Fig. 1: wiring heat map
The bar under the picture is 20 um long. The die is cut into 22 by 22 equal tiles; dark blue is low, red is high, scaled to the fullest tile. Values are wire area over tile area, all layers added.
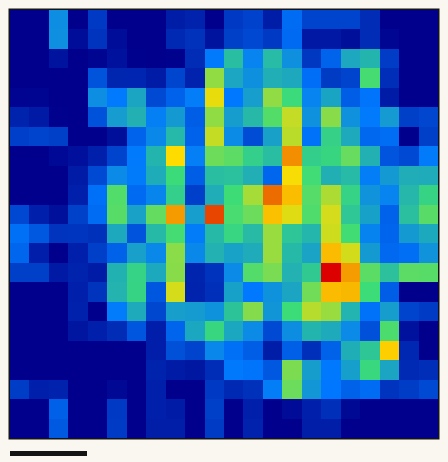
Fig. 2: placement by cell class
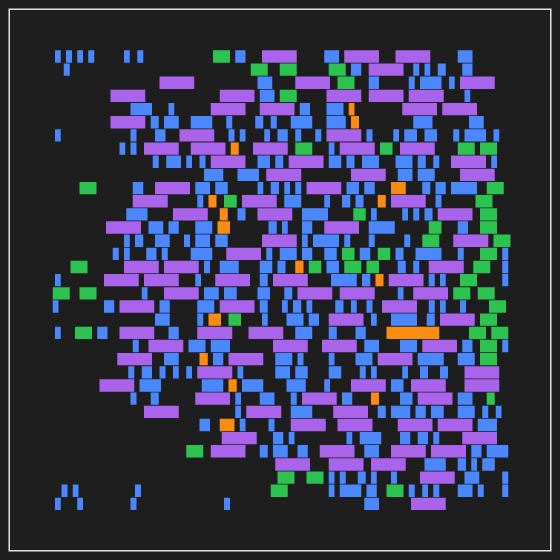
==> config.mk <==
export PLATFORM = sky130hd
export DESIGN_NAME = gpio_bank_flat
export DESIGN_NICKNAME = d
export VERILOG_FILES = /design/src/rtl/gpio_bank_pkg.sv /design/src/rtl/gpio_bank_if.sv /design/src/rtl/gpio_debounce.sv /design/src/rtl/gpio_bank.sv /design/src/flat_wrapper.sv
export SDC_FILE = /design/constraint.sdc
export NUM_CORES = 1
export LEC_CHECK = 0
export CAP_MARGIN = 25
export CELL_PAD_IN_SITES_DETAIL_PLACEMENT = 1
export CELL_PAD_IN_SITES_GLOBAL_PLACEMENT = 1
export CORE_MARGIN = 8
export CORE_UTILIZATION = 42
export CTS_BUF_LIST = sky130_fd_sc_hd__clkbuf_2
export DETAILED_ROUTE_END_ITERATION = 6
export HOLD_SLACK_MARGIN = 0.15
export MAX_ROUTING_LAYER = met4
export PLACE_DENSITY = 0.83
export REMOVE_ABC_BUFFERS = 1
export SYNTH_ARGS = -nofsm -noshare
export SYNTH_HDL_FRONTEND = slang
export SYNTH_HIERARCHICAL = 1
export SYNTH_SLANG_ARGS = --single-unit
==> constraint.sdc <==
create_clock -name clock -period 2.9 [get_ports clock]
set_input_delay 0.435 -clock clock [delete_from_list [all_inputs] [get_ports clock]]
set_output_delay 0.435 -clock clock [all_outputs]
set_load 0.01 [all_outputs]
==> src/rtl/gpio_bank_pkg.sv <==
// Shared definitions for the GPIO bank: register-port data width and the register address map.
package gpio_bank_pkg;

  localparam int unsigned REG_DATA_W = 32;

  typedef logic [1:0] reg_addr_t;

  localparam reg_addr_t GPIO_ADDR_IN   = 2'd0;
  localparam reg_addr_t GPIO_ADDR_OUT  = 2'd1;
  localparam reg_addr_t GPIO_ADDR_EVT  = 2'd2;
  localparam reg_addr_t GPIO_ADDR_MASK = 2'd3;

endpackage

==> src/rtl/gpio_bank_if.sv <==
// Single-cycle register port of the GPIO bank: write/read strobes, address, data and read-valid.
interface gpio_bank_if;
  import gpio_bank_pkg::*;

  logic                  reg_wr_en;
  logic                  reg_rd_en;
  reg_addr_t             reg_addr;
  logic [REG_DATA_W-1:0] reg_wdata;
  logic [REG_DATA_W-1:0] reg_rdata;
  logic                  reg_rd_valid;

  modport master (
    output reg_wr_en, reg_rd_en, reg_addr, reg_wdata,
    input  reg_rdata, reg_rd_valid
  );

  modport slave (
    input  reg_wr_en, reg_rd_en, reg_addr, reg_wdata,
    output reg_rdata, reg_rd_valid
  );

endinterface

==> src/rtl/gpio_debounce.sv <==
// One GPIO input channel: 2-FF synchroniser, stability counter, debounced level and a
// one-cycle change pulse registered on the same edge the level updates.
module gpio_debounce #(
  parameter int unsigned DEBOUNCE_CYCLES = 16
) (
  input  logic clock,
  input  logic reset,
  input  logic pin,
  output logic level,
  output logic change
);

  localparam int unsigned          CNT_W    = $clog2(DEBOUNCE_CYCLES) + 1;
  localparam logic [CNT_W-1:0]     CNT_LAST = CNT_W'(DEBOUNCE_CYCLES - 1);

  logic [1:0]       sync_q;
  logic [CNT_W-1:0] cnt;

  always_ff @(posedge clock) begin
    if (reset) begin
      sync_q <= '0;
      cnt    <= '0;
      level  <= 1'b0;
      change <= 1'b0;
    end else begin
      sync_q <= {sync_q[0], pin};
      change <= 1'b0;
      // Counter clears whenever the synchronised value agrees with the level, so any
      // disagreement run shorter than DEBOUNCE_CYCLES is discarded.
      if (sync_q[1] != level) begin
        if (cnt == CNT_LAST) begin
          level  <= sync_q[1];
          cnt    <= '0;
          change <= 1'b1;
        end else begin
          cnt <= cnt + CNT_W'(1);
        end
      end else begin
        cnt <= '0;
      end
    end
  end

endmodule

==> src/rtl/gpio_bank.sv <==
// GPIO bank: debounced inputs with sticky W1C change flags, registered outputs, register port.
// Optional GPIO_IRQ_EN adds the MASK register and a registered level interrupt.
module gpio_bank
  import gpio_bank_pkg::*;
#(
  parameter int unsigned        NUM_IN          = 8,
  parameter int unsigned        NUM_OUT         = 8,
  parameter int unsigned        DEBOUNCE_CYCLES = 16,
  parameter logic [NUM_OUT-1:0] OUT_RESET       = '0
) (
  input  logic               clock,
  input  logic               reset,
  input  logic [NUM_IN-1:0]  gpio_in,
  output logic [NUM_OUT-1:0] gpio_out,
  gpio_bank_if.slave         bus,
  output logic               irq
);

  logic [NUM_IN-1:0]     level;
  logic [NUM_IN-1:0]     change;
  logic [NUM_IN-1:0]     evt;
  logic [NUM_IN-1:0]     mask;
  logic [NUM_IN-1:0]     w1c;
  logic [REG_DATA_W-1:0] rd_mux;
  logic                  wr_out;
  logic                  wr_evt;
  logic                  unused_wdata;

  for (genvar g = 0; g < NUM_IN; g++) begin : g_in
    gpio_debounce #(
      .DEBOUNCE_CYCLES(DEBOUNCE_CYCLES)
    ) u_debounce (
      .clock (clock),
      .reset (reset),
      .pin   (gpio_in[g]),
      .level (level[g]),
      .change(change[g])
    );
  end

  assign wr_out       = bus.reg_wr_en && (bus.reg_addr == GPIO_ADDR_OUT);
  assign wr_evt       = bus.reg_wr_en && (bus.reg_addr == GPIO_ADDR_EVT);
  assign w1c          = wr_evt ? bus.reg_wdata[NUM_IN-1:0] : '0;
  assign unused_wdata = ^bus.reg_wdata;

  // OR-ing change after the clear makes a same-cycle event win over W1C.
  always_ff @(posedge clock) begin
    if (reset) begin
      gpio_out <= OUT_RESET;
      evt      <= '0;
    end else begin
      if (wr_out) gpio_out <= bus.reg_wdata[NUM_OUT-1:0];
      evt <= (evt & ~w1c) | change;
    end
  end

`ifdef GPIO_IRQ_EN
  logic wr_mask;
  assign wr_mask = bus.reg_wr_en && (bus.reg_addr == GPIO_ADDR_MASK);

  always_ff @(posedge clock) begin
    if (reset) begin
      mask <= '0;
      irq  <= 1'b0;
    end else begin
      if (wr_mask) mask <= bus.reg_wdata[NUM_IN-1:0];
      irq <= |(evt & mask);
    end
  end
`else
  assign mask = '0;
  assign irq  = 1'b0;
`endif

  always_comb begin
    rd_mux = '0;
    case (bus.reg_addr)
      GPIO_ADDR_IN:   rd_mux[NUM_IN-1:0]  = level;
      GPIO_ADDR_OUT:  rd_mux[NUM_OUT-1:0] = gpio_out;
      GPIO_ADDR_EVT:  rd_mux[NUM_IN-1:0]  = evt;
      GPIO_ADDR_MASK: rd_mux[NUM_IN-1:0]  = mask;
      default:        rd_mux              = '0;
    endcase
  end

  always_ff @(posedge clock) begin
    if (reset) begin
      bus.reg_rdata    <= '0;
      bus.reg_rd_valid <= 1'b0;
    end else begin
      bus.reg_rd_valid <= bus.reg_rd_en;
      if (bus.reg_rd_en) bus.reg_rdata <= rd_mux;
    end
  end

endmodule
==> src/flat_wrapper.sv <==
// flat-port wrapper written by rule: the top's interface ports become plain ports
module gpio_bank_flat import gpio_bank_pkg::*;
#(
  parameter int unsigned        NUM_IN          = 8,
  parameter int unsigned        NUM_OUT         = 8,
  parameter int unsigned        DEBOUNCE_CYCLES = 16,
  parameter logic [NUM_OUT-1:0] OUT_RESET       = '0
)
  (clock, reset, gpio_in, gpio_out, irq, bus_reg_wr_en, bus_reg_rd_en, bus_reg_addr, bus_reg_wdata, bus_reg_rdata, bus_reg_rd_valid);
  gpio_bank_if bus_i ();
  input  logic clock;
  input  logic reset;
  input  logic [NUM_IN-1:0] gpio_in;
  output logic [NUM_OUT-1:0] gpio_out;
  output logic irq;
  input wire logic [$bits(bus_i.reg_wr_en)-1:0] bus_reg_wr_en;
  input wire logic [$bits(bus_i.reg_rd_en)-1:0] bus_reg_rd_en;
  input wire logic [$bits(bus_i.reg_addr)-1:0] bus_reg_addr;
  input wire logic [$bits(bus_i.reg_wdata)-1:0] bus_reg_wdata;
  output wire logic [$bits(bus_i.reg_rdata)-1:0] bus_reg_rdata;
  output wire logic [$bits(bus_i.reg_rd_valid)-1:0] bus_reg_rd_valid;
  assign bus_i.reg_wr_en = bus_reg_wr_en;
  assign bus_i.reg_rd_en = bus_reg_rd_en;
  assign bus_i.reg_addr = bus_reg_addr;
  assign bus_i.reg_wdata = bus_reg_wdata;
  assign bus_reg_rdata = bus_i.reg_rdata;
  assign bus_reg_rd_valid = bus_i.reg_rd_valid;
  gpio_bank #(.NUM_IN(NUM_IN), .NUM_OUT(NUM_OUT), .DEBOUNCE_CYCLES(DEBOUNCE_CYCLES), .OUT_RESET(OUT_RESET)) u_core (.clock(clock), .reset(reset), .gpio_in(gpio_in), .gpio_out(gpio_out), .bus(bus_i), .irq(irq));
endmodule
==> summary.rpt <==
FLOW METRICS REPORT
----------------------------------------------------
[Floorplanning]
  Die x size ........................ 112 um
  Tapcells inserted ........................ 111

[Finish]
  Most frequent logic cells in the routed design ........................ 97 x sky130_fd_sc_hd__dfxtp_1, 64 x sky130_fd_sc_hd__nor2_1, 37 x sky130_fd_sc_hd__clkdlybuf4s50_1
  Number of flip-flops in the largest register ........................ 40
  Non-clk buf share ........................ 10.1%
  Cell class ranked first by area ........................ registers

[Timing]
  Clock period minus final worst setup slack ........................ 1.97 ns
  Slew at the pin with the worst max-slew slack ........................ 0.751 ns
  Setup violators final ........................ 0

[Clocking]
  # Post-CTS Setup Buffers ........................ 0

[Hold path]
  Endpoint of the worst hold-timing path ........................ u_core/g_in[6].u_debounce/sync_q[0]

[Outcome]
  Status ........................ complete, no violations

[Logic synthesis]
  Sequential-to-total area share from yosys stat ........................ 50.6%
  Mean area per synthesized cell ........................ 9.97 sq um
  Yosys simple share ........................ 22.4%
  Chip area in the Yosys report ........................ 3840 sq um
  Top non-seq family ........................ simple AND/OR/NAND/NOR gates
  Post-synthesis xor/xnor area fraction ........................ 5.48%

[Critical path]
  Type of element launching the critical path ........................ register
  Combined buffer and inverter count along the critical path ........................ 1

[Route]
  Number of iterations in the first detailed-routing pass ........................ 4
  Met2 Routed Length ........................ 3900 um
  Detailed-route via count ........................ 2,641

[Power]
  Internal Dissipation ........................ 1640 uW
  Clock group share of total power ........................ 29.8%

[Place]
  DP Cell Count ........................ 532

[Run]
  Tool Warnings ........................ 49

[Global route]
  Number of global-route vias before repair ........................ 2,857

----------------------------------------------------
-- Fig. 1 (at the start) --
fullest tile: 0.42
emptiest ninth of the die: south-west
tiles over half the peak: 13%
mean over tiles: 0.096
nearly empty tiles: 24%

-- Fig. 2 (at the start) --
[registers] purple | cells: 97 | share of their area: 46%
[remaining buffers and delay cells] green | cells: 47 | share of their area: 10%
[clock drivers and dummy loads] orange | cells: 16 | share of their area: 2.7%
[remaining logic cells] blue | cells: 277 | share of their area: 41%

Power and IR drop assume default switching activity.
